File: src/rtl/control_fsm_if.sv
// control_fsm_if: memory request/ready handshake between control_fsm and the memory
interface control_fsm_if;
   logic mem_req;
   logic mem_ready;
   modport master (output mem_req, input mem_ready);
   modport slave (input mem_req, output mem_ready);
endinterface

File: src/rtl/control_fsm.sv
// control_fsm: multicycle RISC-V control unit; define CONTROL_FSM_JAL_EN to include the JAL state
module control_fsm #(
   parameter int MEM_HANDSHAKE = 1
) (
   input  logic                clk,
   input  logic                reset,
   control_fsm_if.master       bus,
   input  logic [6:0]          op,
   input  logic [2:0]          funct3,
   input  logic                funct7b5,
   input  logic                Zero,
   output logic                PCWrite,
   output logic                IRWrite,
   output logic                RegWrite,
   output logic                MemWrite,
   output logic                AdrSrc,
   output logic [1:0]          ResultSrc,
   output logic [1:0]          ALUSrcA,
   output logic [1:0]          ALUSrcB,
   output logic [1:0]          ImmSrc,
   output logic [2:0]          ALUControl,
   output logic                illegal_op
);
   typedef enum logic [3:0] {
      FETCH, DECODE, MEMADR, MEMREAD, MEMWB, MEMWRITE, EXECUTER, EXECUTEI, ALUWB, BEQ
`ifdef CONTROL_FSM_JAL_EN
      , JAL
`endif
   } state_t;
   state_t state, next;
   logic ready, mem_req, alu_bad;
   logic [2:0] alu_dec;
   assign ready = (MEM_HANDSHAKE == 0) | bus.mem_ready;
   assign bus.mem_req = mem_req;
   assign ImmSrc = (op == 7'b0100011) ? 2'b01 :
                   (op == 7'b1100011) ? 2'b10 :
                   (op == 7'b1101111) ? 2'b11 : 2'b00;
   // ALU operation for the execute states; only R-type honours funct7b5 for sub
   always_comb begin
      alu_bad = 1'b0;
      case (funct3)
         3'b000:  alu_dec = (state == EXECUTER && funct7b5) ? 3'b001 : 3'b000;
         3'b010:  alu_dec = 3'b101;
         3'b110:  alu_dec = 3'b011;
         3'b111:  alu_dec = 3'b010;
         default: begin alu_dec = 3'b000; alu_bad = 1'b1; end
      endcase
   end
   // next state and outputs; reset drops every enable and steers back to FETCH
   always_comb begin
      next = state;
      mem_req = 1'b0;
      PCWrite = 1'b0;
      IRWrite = 1'b0;
      RegWrite = 1'b0;
      MemWrite = 1'b0;
      AdrSrc = 1'b0;
      illegal_op = 1'b0;
      ResultSrc = 2'b00;
      ALUSrcA = 2'b00;
      ALUSrcB = 2'b00;
      ALUControl = 3'b000;
      if (reset) next = FETCH;
      else case (state)
         FETCH: begin
            mem_req = 1'b1;
            ALUSrcB = 2'b10;
            ResultSrc = 2'b10;
            IRWrite = ready;
            PCWrite = ready;
            next = ready ? DECODE : FETCH;
         end
         DECODE: begin
            ALUSrcA = 2'b01;
            ALUSrcB = 2'b01;
            case (op)
               7'b0000011, 7'b0100011: next = MEMADR;
               7'b0110011: next = EXECUTER;
               7'b0010011: next = EXECUTEI;
               7'b1100011: next = BEQ;
`ifdef CONTROL_FSM_JAL_EN
               7'b1101111: next = JAL;
`endif
               default: begin next = FETCH; illegal_op = 1'b1; end
            endcase
         end
         MEMADR: begin
            ALUSrcA = 2'b10;
            ALUSrcB = 2'b01;
            next = (op == 7'b0000011) ? MEMREAD : MEMWRITE;
         end
         MEMREAD: begin
            mem_req = 1'b1;
            AdrSrc = 1'b1;
            next = ready ? MEMWB : MEMREAD;
         end
         MEMWB: begin
            ResultSrc = 2'b01;
            RegWrite = 1'b1;
            next = FETCH;
         end
         MEMWRITE: begin
            mem_req = 1'b1;
            AdrSrc = 1'b1;
            MemWrite = ready;
            next = ready ? FETCH : MEMWRITE;
         end
         EXECUTER: begin
            ALUSrcA = 2'b10;
            ALUControl = alu_dec;
            illegal_op = alu_bad;
            next = ALUWB;
         end
         EXECUTEI: begin
            ALUSrcA = 2'b10;
            ALUSrcB = 2'b01;
            ALUControl = alu_dec;
            illegal_op = alu_bad;
            next = ALUWB;
         end
         ALUWB: begin
            RegWrite = 1'b1;
            next = FETCH;
         end
         BEQ: begin
            ALUSrcA = 2'b10;
            ALUControl = 3'b001;
            PCWrite = Zero;
            next = FETCH;
         end
`ifdef CONTROL_FSM_JAL_EN
         JAL: begin
            ALUSrcA = 2'b01;
            ALUSrcB = 2'b10;
            PCWrite = 1'b1;
            next = ALUWB;
         end
`endif
         default: next = FETCH;
      endcase
   end
   // state register
   always_ff @(posedge clk) begin
      if (reset) state <= FETCH;
      else state <= next;
   end
endmodule

File: src/flat_wrapper.sv
// flat-port wrapper written by rule: the top's interface ports become plain ports
module control_fsm_flat 
#(
   parameter int MEM_HANDSHAKE = 1
)
  (clk, reset, op, funct3, funct7b5, Zero, PCWrite, IRWrite, RegWrite, MemWrite, AdrSrc, ResultSrc, ALUSrcA, ALUSrcB, ImmSrc, ALUControl, illegal_op, bus_mem_req, bus_mem_ready);
  control_fsm_if bus_i ();
  input  logic clk;
  input  logic reset;
  input  logic [6:0] op;
  input  logic [2:0] funct3;
  input  logic funct7b5;
  input  logic Zero;
  output logic PCWrite;
  output logic IRWrite;
  output logic RegWrite;
  output logic MemWrite;
  output logic AdrSrc;
  output logic [1:0] ResultSrc;
  output logic [1:0] ALUSrcA;
  output logic [1:0] ALUSrcB;
  output logic [1:0] ImmSrc;
  output logic [2:0] ALUControl;
  output logic illegal_op;
  output wire logic [$bits(bus_i.mem_req)-1:0] bus_mem_req;
  input wire logic [$bits(bus_i.mem_ready)-1:0] bus_mem_ready;
  assign bus_mem_req = bus_i.mem_req;
  assign bus_i.mem_ready = bus_mem_ready;
  control_fsm #(.MEM_HANDSHAKE(MEM_HANDSHAKE)) u_core (.clk(clk), .reset(reset), .bus(bus_i), .op(op), .funct3(funct3), .funct7b5(funct7b5), .Zero(Zero), .PCWrite(PCWrite), .IRWrite(IRWrite), .RegWrite(RegWrite), .MemWrite(MemWrite), .AdrSrc(AdrSrc), .ResultSrc(ResultSrc), .ALUSrcA(ALUSrcA), .ALUSrcB(ALUSrcB), .ImmSrc(ImmSrc), .ALUControl(ALUControl), .illegal_op(illegal_op));
endmodule
File: config.mk
export PLATFORM = sky130hd
export DESIGN_NAME = control_fsm_flat
export DESIGN_NICKNAME = d
export VERILOG_FILES = /design/src/rtl/control_fsm_if.sv /design/src/rtl/control_fsm.sv /design/src/flat_wrapper.sv
export SDC_FILE = /design/constraint.sdc
export NUM_CORES = 1
export LEC_CHECK = 0
export CORE_MARGIN = 1
export CORE_UTILIZATION = 40
export CTS_BUF_LIST = sky130_fd_sc_hd__clkbuf_4
export CTS_CLUSTER_DIAMETER = 100
export DETAILED_ROUTE_END_ITERATION = 16
export MAX_ROUTING_LAYER = met4
export PLACE_DENSITY = 0.8
export SETUP_SLACK_MARGIN = 0.1
export SKIP_LAST_GASP = 1
export SYNTH_ARGS = -nofsm -noshare
export SYNTH_HDL_FRONTEND = slang
export SYNTH_SLANG_ARGS = --single-unit
File: constraint.sdc
create_clock -name clk -period 1.7 [get_ports clk]
set_input_delay 0.34 -clock clk [delete_from_list [all_inputs] [get_ports clk]]
set_output_delay 0.34 -clock clk [all_outputs]
set_load 0.02 [all_outputs]
==> metrics.yaml <==
status:
  status: "finished with violations"
  violations: "setup timing"
sta:
  finalCriticalPeriod_ns: 1.77
  slew_viol_final: 0
  worst_slack_ns: -0.0709
  setup_viol_count_final: 8
  hold_ws_ns: 0.553
  rsz0062_at_grt: "yes"
  max_clock_freq_mhz: 565
  worstMarginPinSlew_ns: 0.282
global_route:
  top_usage_layer: "met2"
  met2_usage_pct: 52.8
  grt_antenna_before_repair: 0
  grt_usage_pct: 31.0
  use_met1_pct: 35.4
place:
  gp_congestion: 0.923
  dp_cells: 152
  placement.io_buffers: 32
finish:
  largest_register_ffs: 4
  drive_gt1_share_pct: 63.0
  area_delta_synth_final_pct: 104
pwr:
  power.net_switching_uw: 132
  p_sw_share_pct: 32.8
  p_per_area_nw_per_um2: 308
  p_leak_nw: 0.615
detailed_routing:
  post-route-drc-count: 0
  wl_per_cell_microns: 16.3
  via_per_inst: 5.81
worst_setup_path:
  path_cells: "buf_4 -> nor3b_2 -> o2111ai_2 -> a21oi_2 -> buf_4"
  r2r_cells: 6
  critPathMaxFanout: 8
  startpoint: "u_core.state[0]"
floorplanning:
  chipArea_sq_um: 1760
  die_h_microns: 41.9
yosys:
  syn_area_sq_um: 637
  ys.flops: 4
  common_cells: "nor2b_1, and3_1, nor3b_1"
worst_hold_path:
  hold_end: "u_core.state[0]"
  worstHoldStart: "reset"
==> cell type report <==
type | instances | area [sq um] | share of cell area [%]
flip-flops and latches | 4 | 95.1 | 7.31
multi-input cells | 69 | 614 | 47.2
repair buffers | 66 | 534 | 41.1
well taps | 16 | 20.0 | 1.54
inverters | 4 | 15.0 | 1.15
clock buffers | 3 | 22.5 | 1.73
==> logic make-up after synthesis <==
logic type	Yosys count	synth area share (%)
buf+inv	11	9.43
simple gates	48	51.7
flops	4	12.6
compound gates	17	20.8
xor+xnor	4	5.50
==> timing repair <==
action,in CTS,in global routing
pin swaps,11,11
hold buffers,0,0
gates resized,129,21
endpoints found under the setup margin,18,16
setup buffers,4,3
Figure 1. Power grid.
Pins as bars on the die edge. Tap cells in grey.
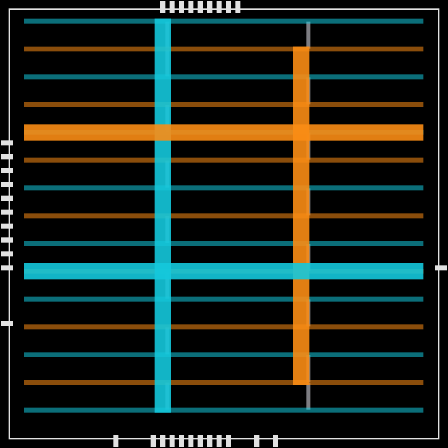
legend:
  orange:
    net: VDD
  cyan:
    net: VSS
met4 straps: 2
met1 rails: 15
tap cells: 16
signal pins: 33

Figure 2. Clock distribution.
Scale bar: 10 microns.
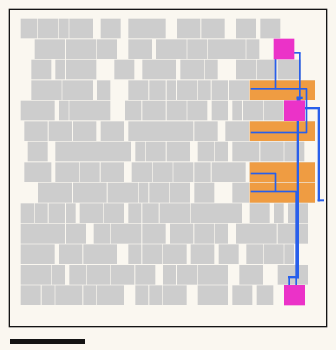
legend:
  blue:
    item: clock wires
    length: 108 microns
  magenta:
    item: cells driving clock nets
    count: 3
  orange:
    item: flip-flops
    count: 4
flops lie: middle right

Figure 3. Clock wiring as the flow saved it.
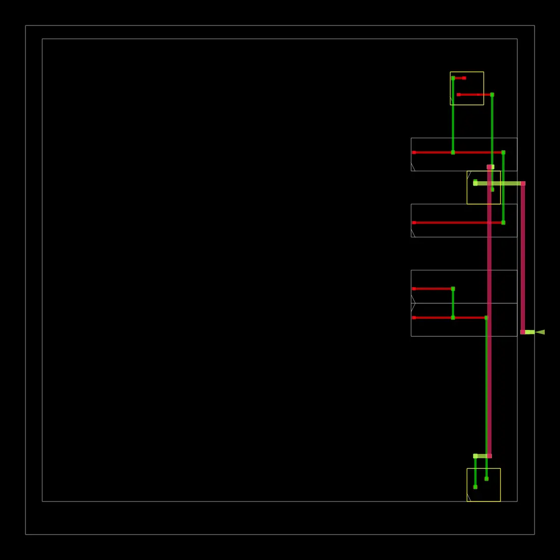
CTS Buf Count: 3
clk_lat worst skew: 0.24 ns
skew final: 0.000878 ns

Power figures rest on the tool's default switching activity, not on a simulated workload.
